--- src/rtl/arm_pkg.sv ---
// Shared ARM pipeline definitions: word width, fetch FSM states and the IF/ID bundle.
package arm_pkg;
    localparam int WORD_W = 32;
    localparam logic [WORD_W-1:0] INSTR_NOP = 32'd0;

    typedef enum logic {
        BOOT = 1'b0,
        RUN  = 1'b1
    } fetch_state_e;

    typedef struct packed {
        logic [WORD_W-1:0] pc;
        logic [WORD_W-1:0] instru;
        logic              valid;
    } ifid_t;

    function automatic logic [WORD_W-1:0] word_align(input logic [WORD_W-1:0] addr);
        return {addr[WORD_W-1:2], 2'b00};
    endfunction
endpackage

--- src/rtl/fetch_stage_pc_reg.sv ---
// Program counter with redirect load, hold and sequential increment.
module pc_reg
    import arm_pkg::*;
#(
    parameter logic [WORD_W-1:0] RESET_PC = 32'd0,
    parameter logic [WORD_W-1:0] PC_STEP  = 32'd4
) (
    input  logic              clk_i,
    input  logic              rst_ni,
    input  logic              load_i,
    input  logic [WORD_W-1:0] load_addr_i,
    input  logic              hold_i,
    output logic [WORD_W-1:0] pc_o
);
    logic [WORD_W-1:0] pc_q;
    logic [WORD_W-1:0] pc_d;

    // Load beats hold so a redirect still lands while the pipe is frozen.
    always_comb begin
        pc_d = pc_q;
        if (load_i) begin
            pc_d = word_align(load_addr_i);
        end else if (!hold_i) begin
            pc_d = pc_q + PC_STEP;
        end
    end

    always_ff @(posedge clk_i or negedge rst_ni) begin
        if (!rst_ni) begin
            pc_q <= RESET_PC;
        end else begin
            pc_q <= pc_d;
        end
    end

    assign pc_o = pc_q;
endmodule

--- src/rtl/fetch_stage.sv ---
// Instruction-fetch stage: owns the PC, drives the combinational imem and fills IF/ID.
// Optional performance counters are enabled with `define FETCH_PERF_CNT_EN.
module fetch_stage
    import arm_pkg::*;
#(
    parameter logic [WORD_W-1:0] RESET_PC = 32'd0,
    parameter logic [WORD_W-1:0] PC_STEP  = 32'd4
) (
    input  logic              clk,
    input  logic              rst_n,
`ifdef FETCH_PERF_CNT_EN
    output logic [31:0]       fetch_count,
    output logic [15:0]       flush_count,
`endif
    input  logic              freeze,
    input  logic              branch_taken,
    input  logic [WORD_W-1:0] branch_addr,
    output logic [WORD_W-1:0] imem_addr,
    input  logic [WORD_W-1:0] imem_instru,
    output logic [WORD_W-1:0] id_pc,
    output logic [WORD_W-1:0] id_instru,
    output logic              id_valid
);
    fetch_state_e      state_q, state_d;
    ifid_t             ifid_q, ifid_d;
    logic [WORD_W-1:0] pc;
    logic              pc_load;
    logic              pc_hold;
    logic              load_en;
    logic              flush_en;

    pc_reg #(
        .RESET_PC (RESET_PC),
        .PC_STEP  (PC_STEP)
    ) u_pc_reg (
        .clk_i       (clk),
        .rst_ni      (rst_n),
        .load_i      (pc_load),
        .load_addr_i (branch_addr),
        .hold_i      (pc_hold),
        .pc_o        (pc)
    );

    assign imem_addr = word_align(pc);

    // BOOT still honours a redirect but never captures into IF/ID.
    always_comb begin
        state_d  = state_q;
        ifid_d   = ifid_q;
        pc_load  = 1'b0;
        pc_hold  = 1'b1;
        load_en  = 1'b0;
        flush_en = 1'b0;
        unique case (state_q)
            BOOT: begin
                state_d = RUN;
                pc_load = branch_taken;
            end
            RUN: begin
                if (branch_taken) begin
                    pc_load  = 1'b1;
                    flush_en = 1'b1;
                    ifid_d   = '{pc: '0, instru: INSTR_NOP, valid: 1'b0};
                end else if (!freeze) begin
                    pc_hold = 1'b0;
                    load_en = 1'b1;
                    ifid_d  = '{pc: pc + PC_STEP, instru: imem_instru, valid: 1'b1};
                end
            end
        endcase
    end

    always_ff @(posedge clk or negedge rst_n) begin
        if (!rst_n) begin
            state_q <= BOOT;
            ifid_q  <= '{pc: '0, instru: INSTR_NOP, valid: 1'b0};
        end else begin
            state_q <= state_d;
            ifid_q  <= ifid_d;
        end
    end

    assign id_pc     = ifid_q.pc;
    assign id_instru = ifid_q.instru;
    assign id_valid  = ifid_q.valid;

`ifdef FETCH_PERF_CNT_EN
    logic [31:0] fetch_count_q;
    logic [15:0] flush_count_q;

    always_ff @(posedge clk or negedge rst_n) begin
        if (!rst_n) begin
            fetch_count_q <= '0;
            flush_count_q <= '0;
        end else begin
            if (load_en) fetch_count_q <= fetch_count_q + 32'd1;
            if (flush_en) flush_count_q <= flush_count_q + 16'd1;
        end
    end

    assign fetch_count = fetch_count_q;
    assign flush_count = flush_count_q;
`endif
endmodule

--- config.mk ---
export PLATFORM = sky130hd
export DESIGN_NAME = fetch_stage
export DESIGN_NICKNAME = d
export VERILOG_FILES = /design/src/rtl/arm_pkg.sv /design/src/rtl/fetch_stage_pc_reg.sv /design/src/rtl/fetch_stage.sv
export SDC_FILE = /design/constraint.sdc
export NUM_CORES = 1
export LEC_CHECK = 0
export ABC_AREA = 0
export CAP_MARGIN = 0
export CORE_ASPECT_RATIO = 1.2
export CORE_MARGIN = 1
export CORE_UTILIZATION = 47
export CTS_BUF_LIST = sky130_fd_sc_hd__clkbuf_8
export DETAILED_ROUTE_END_ITERATION = 10
export HOLD_SLACK_MARGIN = 0.1
export PLACE_DENSITY = 0.81
export RECOVER_POWER = 100
export REMOVE_ABC_BUFFERS = 1
export SLEW_MARGIN = 20
export SYNTH_ARGS = -nofsm -noshare
export SYNTH_HDL_FRONTEND = slang
export SYNTH_SLANG_ARGS = --single-unit
--- constraint.sdc ---
create_clock -name clk -period 2.15 [get_ports clk]
set_input_delay 0.645 -clock clk [delete_from_list [all_inputs] [get_ports clk]]
set_output_delay 0.645 -clock clk [all_outputs]
set_load 0.02 [all_outputs]
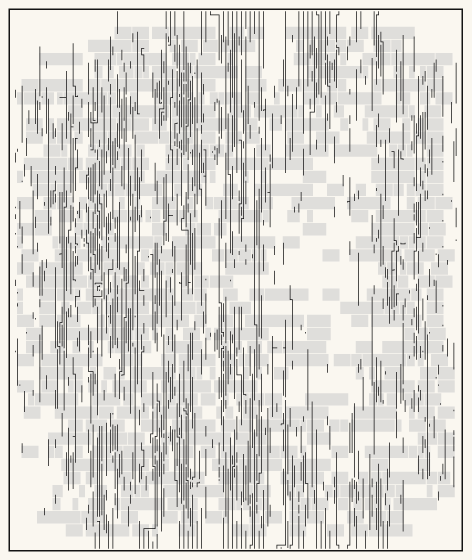
Fig. 1. Signal wires on met2 (run 1).
Cells faint in the background.
587 nets have wire on it. The layer holds 48% of the routed length. The wires run mostly vertical.

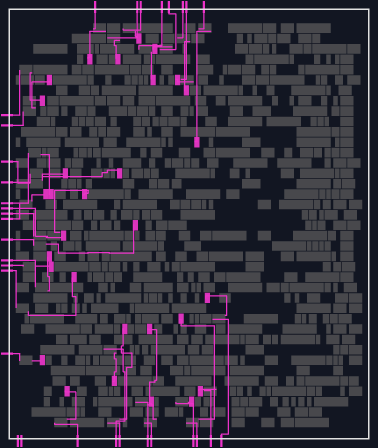
Fig. 2. Wires at chosen ports, followed through buffers (run 1).
Key: branch_addr = magenta [bits 32, direction input, edge 13 left, 11 bottom, 8 top, end cells 30, buffers 30, wire 757 µm]

==> flow_summary_export.csv, run 1 <==
group,metric,value,unit
setup_path,crit_arrival,1.45,ns
grt,globalRouteMet1Util,30.7,%
power,ir_worst_vdd,0.347,mV
logic_synthesis,number_of_synthesized_flops_with_an_enable_pin,0,
logic_synthesis,synth.top_cell.area_share,50.0,%
logic_synthesis,topCombFamilyByArea,"simple AND/OR/NAND/NOR gates",
clock_tree,cts_max_level,3,
logic_synthesis,yosys-top-cells-area,"sky130_fd_sc_hd__dfrtp_1, sky130_fd_sc_hd__nand2_1, sky130_fd_sc_hd__xnor2_1",
logic_synthesis,synth_area_in_simple_gates,22.7,%
logic_synthesis,post_synth_xor_area_fraction,10.5,%
final_timing,hold_violations,0,
final_timing,fin_setup_tns,0,ns
grt,grt.met3_usage,4.95,%
logic_synthesis,largest_area_cell,"sky130_fd_sc_hd__dfrtp_1",
setup_path,worst-setup-path-type,"flop to primary output",
grt,grt_remaining_overflow,0,
power,share_clk_of_total_power,27.7,%
clock_tree,cts.path.max_buffers,2,
finish,layoutNonFillerInstCount,771,
place,pre_cts_slack,-0.0862,ns
clock_tree,tritoncts.num_buffers,9,
place,detailed_place.area,6520,µm²
setup_path,worstPathRequired,1.50,ns
power,power_density,669,nW/µm²
final_timing,period_minus_slack,2.10,ns
logic_synthesis,yosysWarnings,0,
routing,routed_wire_length_per_instance,15.1,µm
logic_synthesis,syn-mean-instance-area,9.73,µm²
final_timing,period_used_share,97.5,%
status,outcome,"finished, final reports clean",
place,port_buf_inserts,160,
logic_synthesis,yosysSeqAreaShare,50.0,%
place,globalplace.congestion,0.867,
finish,nets,712,
setup_path,r2r.worst_path.cells,7,
logic_synthesis,async_reset_ff_share,100,%
final_timing,slew_headroom,13.2,%
grt,maximum_number_of_pins_on_one_net_before_global_route_repair,109,
clock_tree,cts_post_setup_buffers_inserted,0,
grt,globalRouteMet2Util,37.6,%
setup_path,critical_path.slowest_cell,"sky130_fd_sc_hd__clkdlybuf4s50_1",
finish,area_growth,38.4,%
routing,dr.first_iter.drc_count,192,
power,power.share.switching,30.2,%
logic_synthesis,postSynthCellCount,489,
min_path,hold_class,"flop to flop",
routing,drc,0,
power,total_switching_power,1.33,mW
logic_synthesis,netlist_area,4760,µm²
setup_path,critical_path.cell_chain,"clkdlybuf4s50_1",
setup_path,slowest_delay,0.63,ns
final_timing,fin_worst_skew,0.00680,ns
logic_synthesis,synth_top_flop_cell,"sky130_fd_sc_hd__dfrtp_1",
setup_path,crit_start,"u_pc_reg.pc_o[14]",
logic_synthesis,synth.yosys.num_cells,489,
grt,gr-usage-all-layers,23.1,%
setup_path,r2r-end,"id_pc[30]",
grt,grt_pass1_vias,3917,
routing,drt_first_pass_iters,4,
setup_path,r2r_slack,0.19,ns
setup_path,path_max_fanout,8,
clock_tree,ctsRootBufferMaster,"sky130_fd_sc_hd__clkbuf_8",
grt,grt_first_pass_wirelength,19.2,mm
setup_path,critical_path.endpoint_type,"primary output",
logic_synthesis,synthAoiAreaFrac,12.3,%
clock_tree,clk_pin_slew_worst_paths,0.09,ns
finish,fin_area,6580,µm²
routing,vias_per_cell,5.20,
final_timing,setup_repair_after_global_routing_missed_its_margin,"no",
place,detailedPlacementHpwl,8.09,mm
grt,gr-max-usage-layer,"met2",
logic_synthesis,share_of_cell_area_taken_by_muxes_after_synthesis,0.210,%
power,share_comb_of_total_power,24.3,%
final_timing,max_freq,477,MHz
run,drv.max_cap_violation_count,0,
setup_path,startpoint_type,"flop",
logic_synthesis,yosys.stat.chipArea,4760,µm²
grt,antenna_found_initial,0,
final_timing,finalSetupViolations,0,
die,chip_area,10500,µm²
finish,post_route_cells_drive_above_1_share,7.87,%
final_timing,worst_slack,0.0539,ns
final_timing,hold_slack,0.478,ns
setup_path,timing.critical_path.max_delay_family,"buffers and inverters",
die,dieHeight,112,µm
final_timing,worst-slew-pin-transition,1.30,ns
logic_synthesis,post_synth_fa_ha_maj_area_fraction,0.263,%
final_timing,timing_max_transition_violations_final,0,
routing,routed-via-count,4009,
power,internal-power,3.08,mW
setup_path,cp.depth,1,
place,placed_instances,755,
die,die_w,93.8,µm
power,share_seq_of_total_power,48.0,%
die,top_level_ports,165,
setup_path,worst-path-buf-inv,1,
setup_path,cp-endpoint,"imem_addr[14]",
setup_path,regToRegStartpoint,"u_pc_reg.pc_o[3]",
power,total_power,4.41,mW
logic_synthesis,yosysUniqueCellTypes,37,
power,power_leakage,2.86,nW
run,warning_count,29,
clock_tree,clk-insertion-delay-late,0.36,ns
die,initial_core_util,49.2,%
logic_synthesis,synth.ff_latch_count,95,
routing,drtAntennaViolNets,0,
clock_tree,cts_tree,"yes",
finish,n_antenna_cell,0,
clock_tree,cts_sinks,95,
clock_tree,cts_hold_repair.buffers,0,
routing,routed_wirelength,11.6,mm
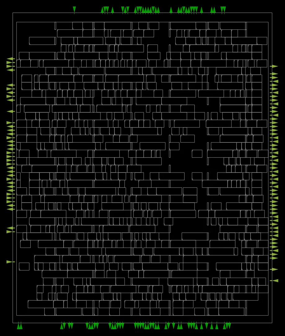
Fig. 3. Cell outlines without signal wires (run 1).
total number of placement rows: 39
final cell utilization of the core: 68.1%
core region area: 9660 µm²
seq_cells: 95

[run 1: sequential cells by signal, indices dropped and copies added (netlist names)]
register and flops:
id_instru 32, id_pc 31, u_pc_reg.pc_o 30, id_valid 1
state_q 1
[run 1: final cells by class]
type	instances	area, µm²
Fill cell	773	3080
Inverter	3	11.3
Clock buffer	12	165
Clock inverter	4	43.8
Multi-Input combinational cell	354	2180
Timing Repair Buffer	180	1650
Sequential cell	95	2380
Tap cell	123	154
[run 1: synthesized netlist by cell type, drive strengths merged (5+ instances only)]
| cell | n |
|---|---|
| nand2b | 34 |
| o31ai | 12 |
| buf | 13 |
| dfrtp | 95 |
| xnor2 | 30 |
| nor4 | 6 |
| nor3 | 7 |
| o21ai | 64 |
| nand2 | 90 |
| and3 | 5 |
| nand4 | 16 |
| nor2 | 12 |
| xor2 | 27 |
| clkbuf | 25 |
| nand3 | 19 |
| a22o | 17 |
[run 1: cell usage in the layout (no fill, tap or decap), types with 10 or more instances in the layout]
cell,count
sky130_fd_sc_hd__dlygate4sd3_1,65
sky130_fd_sc_hd__buf_4,12
sky130_fd_sc_hd__nand2b_1,34
sky130_fd_sc_hd__nand3_1,17
sky130_fd_sc_hd__nand4_1,14
sky130_fd_sc_hd__xnor2_1,30
sky130_fd_sc_hd__a22o_1,17
sky130_fd_sc_hd__xor2_1,27
sky130_fd_sc_hd__nand2_1,90
sky130_fd_sc_hd__clkdlybuf4s50_1,71
sky130_fd_sc_hd__clkbuf_8,12
sky130_fd_sc_hd__o21ai_0,56
sky130_fd_sc_hd__dlygate4sd2_1,10
sky130_fd_sc_hd__dfrtp_1,91
sky130_fd_sc_hd__clkbuf_1,18
sky130_fd_sc_hd__nor2_1,12
[run 1: metal layers]
layer / routed length, µm / up-vias
li1: - / 1955
met1: 5140 / 1894
met2: 5570 / 146
met3: 720 / 14
met4: 193 / 0
met5: 0 / -
[run 1: cells by family after synthesis]
family,Yosys count
and+or+nand+nor,198
xor gates and xnor gates,57
adders and majority gates,1
other,2
muxes,1
AOI/OAI and AO/OA,94
buffers and inverters,41
DFF,95
[run 1: power groups by stage]
stage          Combinational, mW  Clock [mW]  Sequential, mW
3_3_place_gp                1.15           0            2.15
6_report                    1.07        1.22            2.11
5_1_grt                     1.16        1.35            2.14
4_1_cts                     1.17        1.26            2.12
2_1_floorplan              0.299           0            2.36
3_5_place_dp                1.17           0            2.15
[run 1: worst min path at each step]
stage / startpoint / to / slack, ns / cells past startpoint
2_1_floorplan: rst_n / id_instru[0] / 0.35 / 0
3_3_place_gp: id_pc[2] / id_pc[2] / 0.46 / 2
3_5_place_dp: id_instru[26] / id_instru[26] / 0.47 / 2
4_1_cts: rst_n / id_instru[16] / 0.34 / 2
5_1_grt: id_instru[25] / id_instru[25] / 0.51 / 2
6_report: id_pc[15] / id_pc[15] / 0.48 / 2
[run 1: timing repair]
action / 4_1_cts / 5_1_grt
hold endpoints to repair: 0 / 0
resized: 14 / 12
endpoints found under the setup margin: 14 / 12
--- run 2 (diff from run 1) ---
--- a/config.mk
+++ b/config.mk
@@ -7,12 +7,15 @@
 export LEC_CHECK = 0
 export ABC_AREA = 0
 export CAP_MARGIN = 0
+export CELL_PAD_IN_SITES_DETAIL_PLACEMENT = 1
+export CELL_PAD_IN_SITES_GLOBAL_PLACEMENT = 1
 export CORE_ASPECT_RATIO = 1.2
 export CORE_MARGIN = 1
-export CORE_UTILIZATION = 47
+export CORE_UTILIZATION = 35
 export CTS_BUF_LIST = sky130_fd_sc_hd__clkbuf_8
 export DETAILED_ROUTE_END_ITERATION = 10
 export HOLD_SLACK_MARGIN = 0.1
+export MAX_ROUTING_LAYER = met4
 export PLACE_DENSITY = 0.81
 export RECOVER_POWER = 100
 export REMOVE_ABC_BUFFERS = 1
==> constraint.sdc (replaced) <==
create_clock -name clk -period 2.4 [get_ports clk]
set_input_delay 0.72 -clock clk [delete_from_list [all_inputs] [get_ports clk]]
set_output_delay 0.72 -clock clk [all_outputs]
set_load 0.02 [all_outputs]
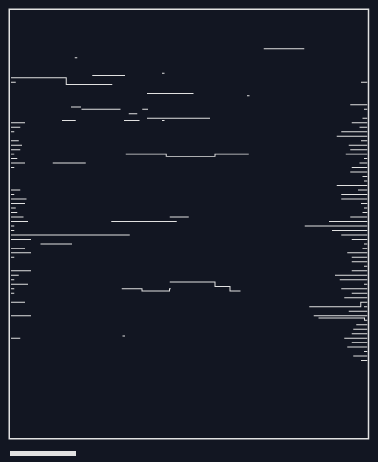
Fig. 4. Signal wires on met3 (run 2).
Bar = 20 µm.
The layer carries 660 µm of wire. 104 nets have wire on it. The wires run mostly horizontal. The layer holds 4.7% of the routed length. The longest straight run is 35.6 µm.

==> flow_summary_export.csv, run 2 <==
group,metric,value,unit
routing,vias_per_cell,5.06,
logic_synthesis,number_of_synthesized_flops_with_an_enable_pin,0,
finish,area_growth,40.6,%
logic_synthesis,share_of_cell_area_taken_by_muxes_after_synthesis,0.210,%
setup_path,worstPathRequired,1.68,ns
finish,finish.utilization,50.5,%
setup_path,slowest_delay,0.68,ns
clock_tree,cts_post_setup_buffers_inserted,0,
place,detailed_place.area,6560,µm²
final_timing,period_used_share,96.7,%
clock_tree,ctsResizeCount,0,
final_timing,worst_slack,0.0799,ns
clock_tree,ctsRootBufferMaster,"sky130_fd_sc_hd__clkbuf_8",
logic_synthesis,yosys.cell_count.top_type,"sky130_fd_sc_hd__dfrtp_1",
setup_path,critical_path.slowest_cell,"sky130_fd_sc_hd__clkdlybuf4s50_1",
setup_path,r2r_slack,0.19,ns
logic_synthesis,post_synth_most_frequent_cells,"sky130_fd_sc_hd__dfrtp_1, sky130_fd_sc_hd__nand2_1, sky130_fd_sc_hd__o21ai_0",
routing,dr.first_iter.drc_count,137,
final_timing,finalSetupViolations,0,
setup_path,startpoint_type,"flop",
logic_synthesis,async_reset_ff_share,100,%
grt,antenna_found_initial,0,
grt,gr-usage-all-layers,21.6,%
status,outcome,"finished, final reports clean",
power,power_leakage,2.85,nW
clock_tree,cts_max_level,3,
finish,n_antenna_cell,0,
final_timing,fin_worst_skew,0.0131,ns
logic_synthesis,synth.yosys.num_cells,489,
finish,layout.cells.most_common,"sky130_fd_sc_hd__dfrtp_1",
place,globalplace.congestion,0.811,
die,top_level_ports,165,
clock_tree,cts_sinks,95,
routing,drc,0,
logic_synthesis,yosysWarnings,0,
clock_tree,clk_pin_slew_worst_paths,0.09,ns
final_timing,hold_violations,0,
grt,grt_remaining_overflow,0,
finish,final_cell_mix,"sky130_fd_sc_hd__dfrtp_1, sky130_fd_sc_hd__nand2_1, sky130_fd_sc_hd__dlygate4sd3_1, sky130_fd_sc_hd__clkdlybuf4s50_1, sky130_fd_sc_hd__o21ai_0",
logic_synthesis,post_synth_fa_ha_maj_area_fraction,0.263,%
logic_synthesis,syn-mean-instance-area,9.73,µm²
finish,layoutNonFillerInstCount,812,
grt,grt_first_pass_wirelength,22.7,mm
setup_path,critical_path.cell_chain,"clkdlybuf4s50_1",
setup_path,timing.critical_path.max_delay_family,"buffers and inverters",
routing,routed-via-count,4107,
finish,post_route_cells_drive_above_1_share,7.30,%
setup_path,crit_arrival,1.60,ns
logic_synthesis,yosysSeqAreaShare,50.0,%
die,core_area,13200,µm²
logic_synthesis,synth.top_cell.area_share,50.0,%
setup_path,r2r.worst_path.cells,7,
setup_path,critical_path.endpoint_type,"primary output",
final_timing,hold_slack,0.453,ns
clock_tree,cts_tree,"yes",
logic_synthesis,largest_area_cell,"sky130_fd_sc_hd__dfrtp_1",
final_timing,setup_repair_after_global_routing_missed_its_margin,"no",
place,pre_cts_slack,-0.0258,ns
logic_synthesis,yosys-top-cells-area,"sky130_fd_sc_hd__dfrtp_1, sky130_fd_sc_hd__nand2_1, sky130_fd_sc_hd__xnor2_1",
final_timing,max_freq,431,MHz
logic_synthesis,synthAoiAreaFrac,12.3,%
setup_path,worst-path-buf-inv,1,
final_timing,fin_setup_tns,0,ns
finish,fin_area,6690,µm²
routing,drt_first_pass_iters,4,
routing,drtAntennaViolNets,0,
routing,routed_wirelength,14.1,mm
logic_synthesis,postSynthCellCount,489,
logic_synthesis,topCombFamilyByArea,"simple AND/OR/NAND/NOR gates",
logic_synthesis,netlist_area,4760,µm²
grt,maximum_number_of_pins_on_one_net_before_global_route_repair,92,
die,die_w,108,µm
run,drv.max_cap_violation_count,0,
finish,largest_register_ff_count,32,
place,port_buf_inserts,160,
logic_synthesis,yosysUniqueCellTypes,37,
place,detailedPlacementHpwl,10.3,mm
clock_tree,cts_hold_repair.buffers,0,
finish,logic_area,2170,µm²
die,chip_area,14100,µm²
power,ir_worst_vdd,0.244,mV
setup_path,cp.depth,1,
finish,final-seq-area,2380,µm²
run,warning_count,27,
power,total_power,3.98,mW
logic_synthesis,synth_area_in_simple_gates,22.7,%
setup_path,worst-setup-path-type,"flop to primary output",
logic_synthesis,synth_top_flop_cell,"sky130_fd_sc_hd__dfrtp_1",
die,total_number_of_placement_rows,46,
min_path,hold_class,"input pin to async pin",
finish,nets,708,
grt,grt_pass1_vias,4400,
logic_synthesis,post_synth_xor_area_fraction,10.5,%
final_timing,timing_max_transition_violations_final,0,
clock_tree,cts.path.max_buffers,2,
routing,routed_wire_length_per_instance,17.4,µm
setup_path,r2r-end,"id_pc[20]",
place,placed_instances,796,
setup_path,path_max_fanout,7,
logic_synthesis,yosys.stat.chipArea,4760,µm²
setup_path,regToRegStartpoint,"u_pc_reg.pc_o[2]",
clock_tree,clk-insertion-delay-late,0.37,ns
die,initial_core_util,35.9,%
final_timing,worst-slew-pin-transition,1.02,ns
clock_tree,tritoncts.num_buffers,9,
finish,layout.filler_cells,1528,
die,dieHeight,130,µm
logic_synthesis,synth.ff_latch_count,95,
final_timing,period_minus_slack,2.32,ns
final_timing,slew_headroom,32.1,%
power,power_density,595,nW/µm²
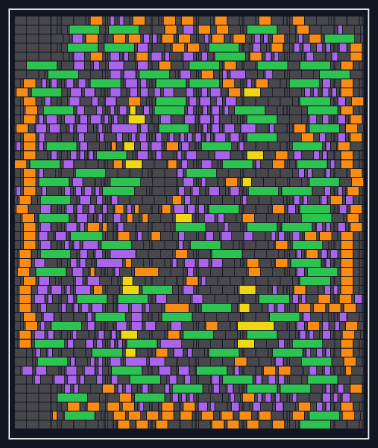
Fig. 5. Placed cells, one color a class (run 2).
Fill, decap, tap and diode cells in gray.
Key: clock drivers and dummy loads = yellow [cells 16, share of their area 3.1%]; remaining buffers and delay cells = orange [cells 176, share of their area 26%]; remaining logic cells = purple [cells 357, share of their area 34%]; registers = green [cells 95, share of their area 37%]

[run 2: per-layer routing]
layer	global-route usage (%)	vias to the layer above	wire length, µm
li1	-	1942	-
met5	-	-	0
met1	25.3	2020	5960
met2	38.2	131	7380
met4	5.72	0	135
met3	3.35	14	659
[run 2: cells by family after synthesis]
family                   after synthesis
AND/OR/NAND/NOR                      198
flip-flops                            95
AND-OR/OR-AND                         94
XOR/XNOR                              57
buffers and inverters                 41
other                                  2
adder cells (fa/ha/maj)                1
multiplexers                           1
[run 2: layout make-up]
| class | instances | share of cell area (%) |
|---|---|---|
| Inverter | 3 | 0.168 |
| Sequential cell | 95 | 35.6 |
| Clock inverter | 7 | 1.16 |
| Timing Repair Buffer | 176 | 25.6 |
| Multi-Input combinational cell | 354 | 32.5 |
| Clock buffer | 9 | 1.85 |
| Tap cell | 168 | 3.14 |
[run 2: worst max-delay path by stage]
| stage | start | endpoint | slack [ns] |
|---|---|---|---|
| finish | u_pc_reg.pc_o[16] | imem_addr[16] | 0.08 |
| global route | u_pc_reg.pc_o[13] | imem_addr[13] | 0.009 |
| CTS | u_pc_reg.pc_o[24] | imem_addr[24] | 0.03 |
| detailed placement | freeze | u_pc_reg.pc_o[21] | -0.03 |
| global placement | freeze | u_pc_reg.pc_o[21] | 0.01 |
| floorplan | freeze | id_pc[9] | -3.31 |
[run 2: power by group]
group	internal, mW	total (mW)	switching [mW]
clock	0.493	1.09	0.599
combinational	0.456	0.976	0.519
sequential	1.75	1.92	0.161
total	2.70	3.98	1.28
--- run 3 (diff from run 2) ---
--- a/config.mk
+++ b/config.mk
@@ -18,7 +18,7 @@
 export MAX_ROUTING_LAYER = met4
 export PLACE_DENSITY = 0.81
 export RECOVER_POWER = 100
-export REMOVE_ABC_BUFFERS = 1
+export SETUP_SLACK_MARGIN = 0.3
 export SLEW_MARGIN = 20
 export SYNTH_ARGS = -nofsm -noshare
 export SYNTH_HDL_FRONTEND = slang
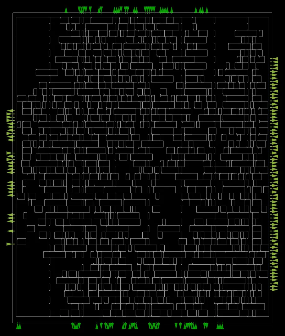
Fig. 6. Cell outlines without signal wires (run 3).
number of standard cells in the final layout excluding fillers: 812
total number of placement rows: 46
tap cell instance count: 168
core region area: 13200 µm²
final-layout fill cell count: 1577

==> flow_summary_export.csv, run 3 <==
group,metric,value,unit
final_timing,period_used_share,88.9,%
run,drv.max_cap_violation_count,0,
routing,routed_wirelength,14.4,mm
die,chip_area,14100,µm²
final_timing,timing_max_transition_violations_final,0,
finish,nets,707,
setup_path,startpoint_type,"flop",
logic_synthesis,synth_top_flop_cell,"sky130_fd_sc_hd__dfrtp_1",
final_timing,fin_worst_skew,0.00780,ns
grt,gr-usage-all-layers,21.8,%
final_timing,finalSetupViolations,0,
clock_tree,cts.path.max_buffers,2,
die,die_w,108,µm
place,placed_instances,795,
final_timing,setup_repair_after_global_routing_missed_its_margin,"yes",
logic_synthesis,yosys.stat.chipArea,4760,µm²
place,detailedPlacementHpwl,10.4,mm
grt,maximum_number_of_pins_on_one_net_before_global_route_repair,109,
logic_synthesis,async_reset_ff_share,100,%
place,port_buf_inserts,160,
clock_tree,clk-insertion-delay-late,0.37,ns
grt,grt_remaining_overflow,0,
die,dieHeight,130,µm
setup_path,worstPathRequired,2.66,ns
grt,grt_pass1_vias,4379,
power,ir_worst_vdd,0.311,mV
logic_synthesis,yosysUniqueCellTypes,37,
setup_path,crit_arrival,2.39,ns
clock_tree,cts_post_setup_buffers_inserted,0,
logic_synthesis,netlist_area,4760,µm²
clock_tree,cts_max_level,3,
power,power_density,635,nW/µm²
logic_synthesis,largest_area_cell,"sky130_fd_sc_hd__dfrtp_1",
finish,layout.cells.most_common,"sky130_fd_sc_hd__dfrtp_1",
final_timing,period_minus_slack,2.13,ns
final_timing,worst_slack,0.266,ns
logic_synthesis,post_synth_most_frequent_cells,"sky130_fd_sc_hd__dfrtp_1, sky130_fd_sc_hd__nand2_1, sky130_fd_sc_hd__o21ai_0",
grt,antenna_found_initial,1,
routing,vias_per_cell,5.06,
routing,drc,0,
setup_path,path_max_fanout,12,
place,pre_cts_slack,-0.000388,ns
logic_synthesis,number_of_synthesized_flops_with_an_enable_pin,0,
setup_path,worst-setup-path-type,"flop to flop",
logic_synthesis,yosys.cell_count.top_type,"sky130_fd_sc_hd__dfrtp_1",
die,initial_core_util,35.9,%
final_timing,hold_slack,0.484,ns
power,power_leakage,2.77,nW
clock_tree,tritoncts.num_buffers,9,
final_timing,max_freq,469,MHz
routing,routed-via-count,4108,
run,warning_count,32,
logic_synthesis,postSynthCellCount,489,
die,top_level_ports,165,
final_timing,worst-slew-pin-transition,1.02,ns
clock_tree,cts_sinks,95,
logic_synthesis,yosysSeqAreaShare,50.0,%
routing,routed_wire_length_per_instance,17.8,µm
logic_synthesis,yosys-top-cells-area,"sky130_fd_sc_hd__dfrtp_1, sky130_fd_sc_hd__nand2_1, sky130_fd_sc_hd__xnor2_1",
logic_synthesis,synth.top_cell.area_share,50.0,%
routing,dr.first_iter.drc_count,211,
clock_tree,cts_tree,"yes",
place,globalplace.congestion,0.792,
clock_tree,clk_pin_slew_worst_paths,0.10,ns
routing,drt_first_pass_iters,4,
clock_tree,ctsRootBufferMaster,"sky130_fd_sc_hd__clkbuf_8",
logic_synthesis,synth.ff_latch_count,95,
final_timing,slew_headroom,31.9,%
finish,logic_area,2190,µm²
finish,area_growth,35.9,%
final_timing,hold_violations,0,
finish,final_cell_mix,"sky130_fd_sc_hd__dfrtp_1, sky130_fd_sc_hd__nand2_1, sky130_fd_sc_hd__clkdlybuf4s50_1, sky130_fd_sc_hd__o21ai_0, sky130_fd_sc_hd__dlygate4sd2_1",
finish,post_route_cells_drive_above_1_share,7.62,%
setup_path,critical_path.endpoint_type,"flop",
routing,drtAntennaViolNets,0,
grt,grt_first_pass_wirelength,22.9,mm
finish,finish.utilization,48.8,%
finish,final-seq-area,2380,µm²
logic_synthesis,yosysWarnings,0,
status,outcome,"finished, final reports clean",
logic_synthesis,syn-mean-instance-area,9.73,µm²
finish,largest_register_ff_count,32,
min_path,hold_class,"flop to flop",
logic_synthesis,synth.yosys.num_cells,489,
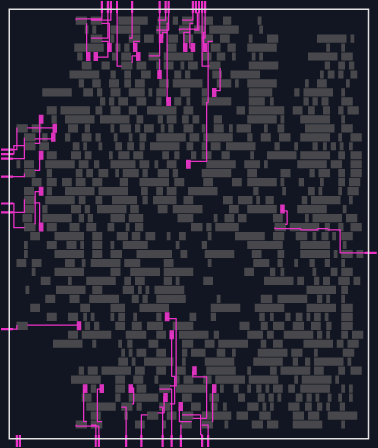
Fig. 7. Wires at chosen ports, followed through buffers (run 3).
Key: branch_addr = magenta [bits 32, direction input, edge 13 top, 11 bottom, 7 left, 1 right, end cells 30, buffers 30, wire 659 µm]

[run 3: netlist changes by cell type in the layout (fill, tap and decap cells not counted), sizes merged, moves of 2 or more]
cell and delta:
inv -2, bufinv +2, dlygate4sd2 +48, clkbuf +34, clkdlybuf4s50 -14, dlygate4sd3 -72
buf +3
[run 3: layout make-up]
cell class	instances	share of cell area, %
sequential	95	36.8
inverter	3	0.174
clock buffer	9	1.92
antenna	1	0.0387
clock inverter	7	1.86
tap	168	3.25
multi-input combinational	354	33.9
timing repair buffer	175	22.1
[run 3: cell families (layout without fill, tap and decap cells)]
logic type               after synthesis  after routing  synth area share, %
AND-OR/OR-AND                         94             94                 12.3
XOR/XNOR                              57             57                 10.5
adder cells (fa/ha/maj)                1              1                0.263
buffers and inverters                 41            194                 3.95
flip-flops                            95             95                 50.0
multiplexers                           1              1                0.210
other                                  2              4                0.158
AND/OR/NAND/NOR                      198            198                 22.7
[run 3: per-stage QoR]
step / area [µm²] / TNS (ns) / power (mW)
after global routing: 6460 / 0 / 4.31
final: 6460 / 0 / 4.10
after global placement: 6550 / -0.00879 / 2.97
after floorplan: 4760 / 0 / 2.41
after CTS: 6750 / 0 / 4.25
after detailed placement: 6550 / -0.000388 / 3.01
[run 3: layer usage]
layer  global-route usage [%]  wire, µm  part of all wire, %
met3                     4.65       852                  5.9
met1                     26.3      6210                   43
met4                     7.15       211                  1.5
met2                     36.1      7160                   50
met5                        -         0                    0
[run 3: what timing repair did]
item | in CTS | in global routing
pin swaps | 0 | 2
hold buffers | 0 | 0
setup endpoints to repair | 52 | 45
resized | 58 | 40
[run 3: path summary, 6_finish.rpt]
kind / from / end / slack [ns] / cells past startpoint
min reg2reg: id_pc[4] / id_pc[4] / 0.48 / 2
min: id_pc[4] / id_pc[4] / 0.48 / 2
max: u_pc_reg.pc_o[2] / id_pc[30] / 0.27 / 7
max reg2reg: u_pc_reg.pc_o[2] / id_pc[30] / 0.27 / 7
min in group asynchronous: rst_n / id_instru[25] / 0.51 / 1
max in group asynchronous: rst_n / id_pc[30] / 1.04 / 2
[run 3: worst max-delay path: stages, from the launching register on]
cell,delay (ns)
sky130_fd_sc_hd__dfrtp_1,0.50
sky130_fd_sc_hd__ha_1,0.33
sky130_fd_sc_hd__nand3_4,0.17
sky130_fd_sc_hd__nor4_4,0.29
sky130_fd_sc_hd__buf_4,0.23
sky130_fd_sc_hd__nand4_1,0.13
sky130_fd_sc_hd__xnor2_1,0.16
sky130_fd_sc_hd__a22o_1,0.21
[run 3: report_power, final]
part | switching (mW) | leakage (nW) | internal (mW)
clock network | 0.590 | 0.120 | 0.696
registers | 0.155 | 1.22 | 1.75
logic | 0.539 | 1.44 | 0.371
total | 1.28 | 2.77 | 2.82
Power is estimated from default activity; no workload was simulated.
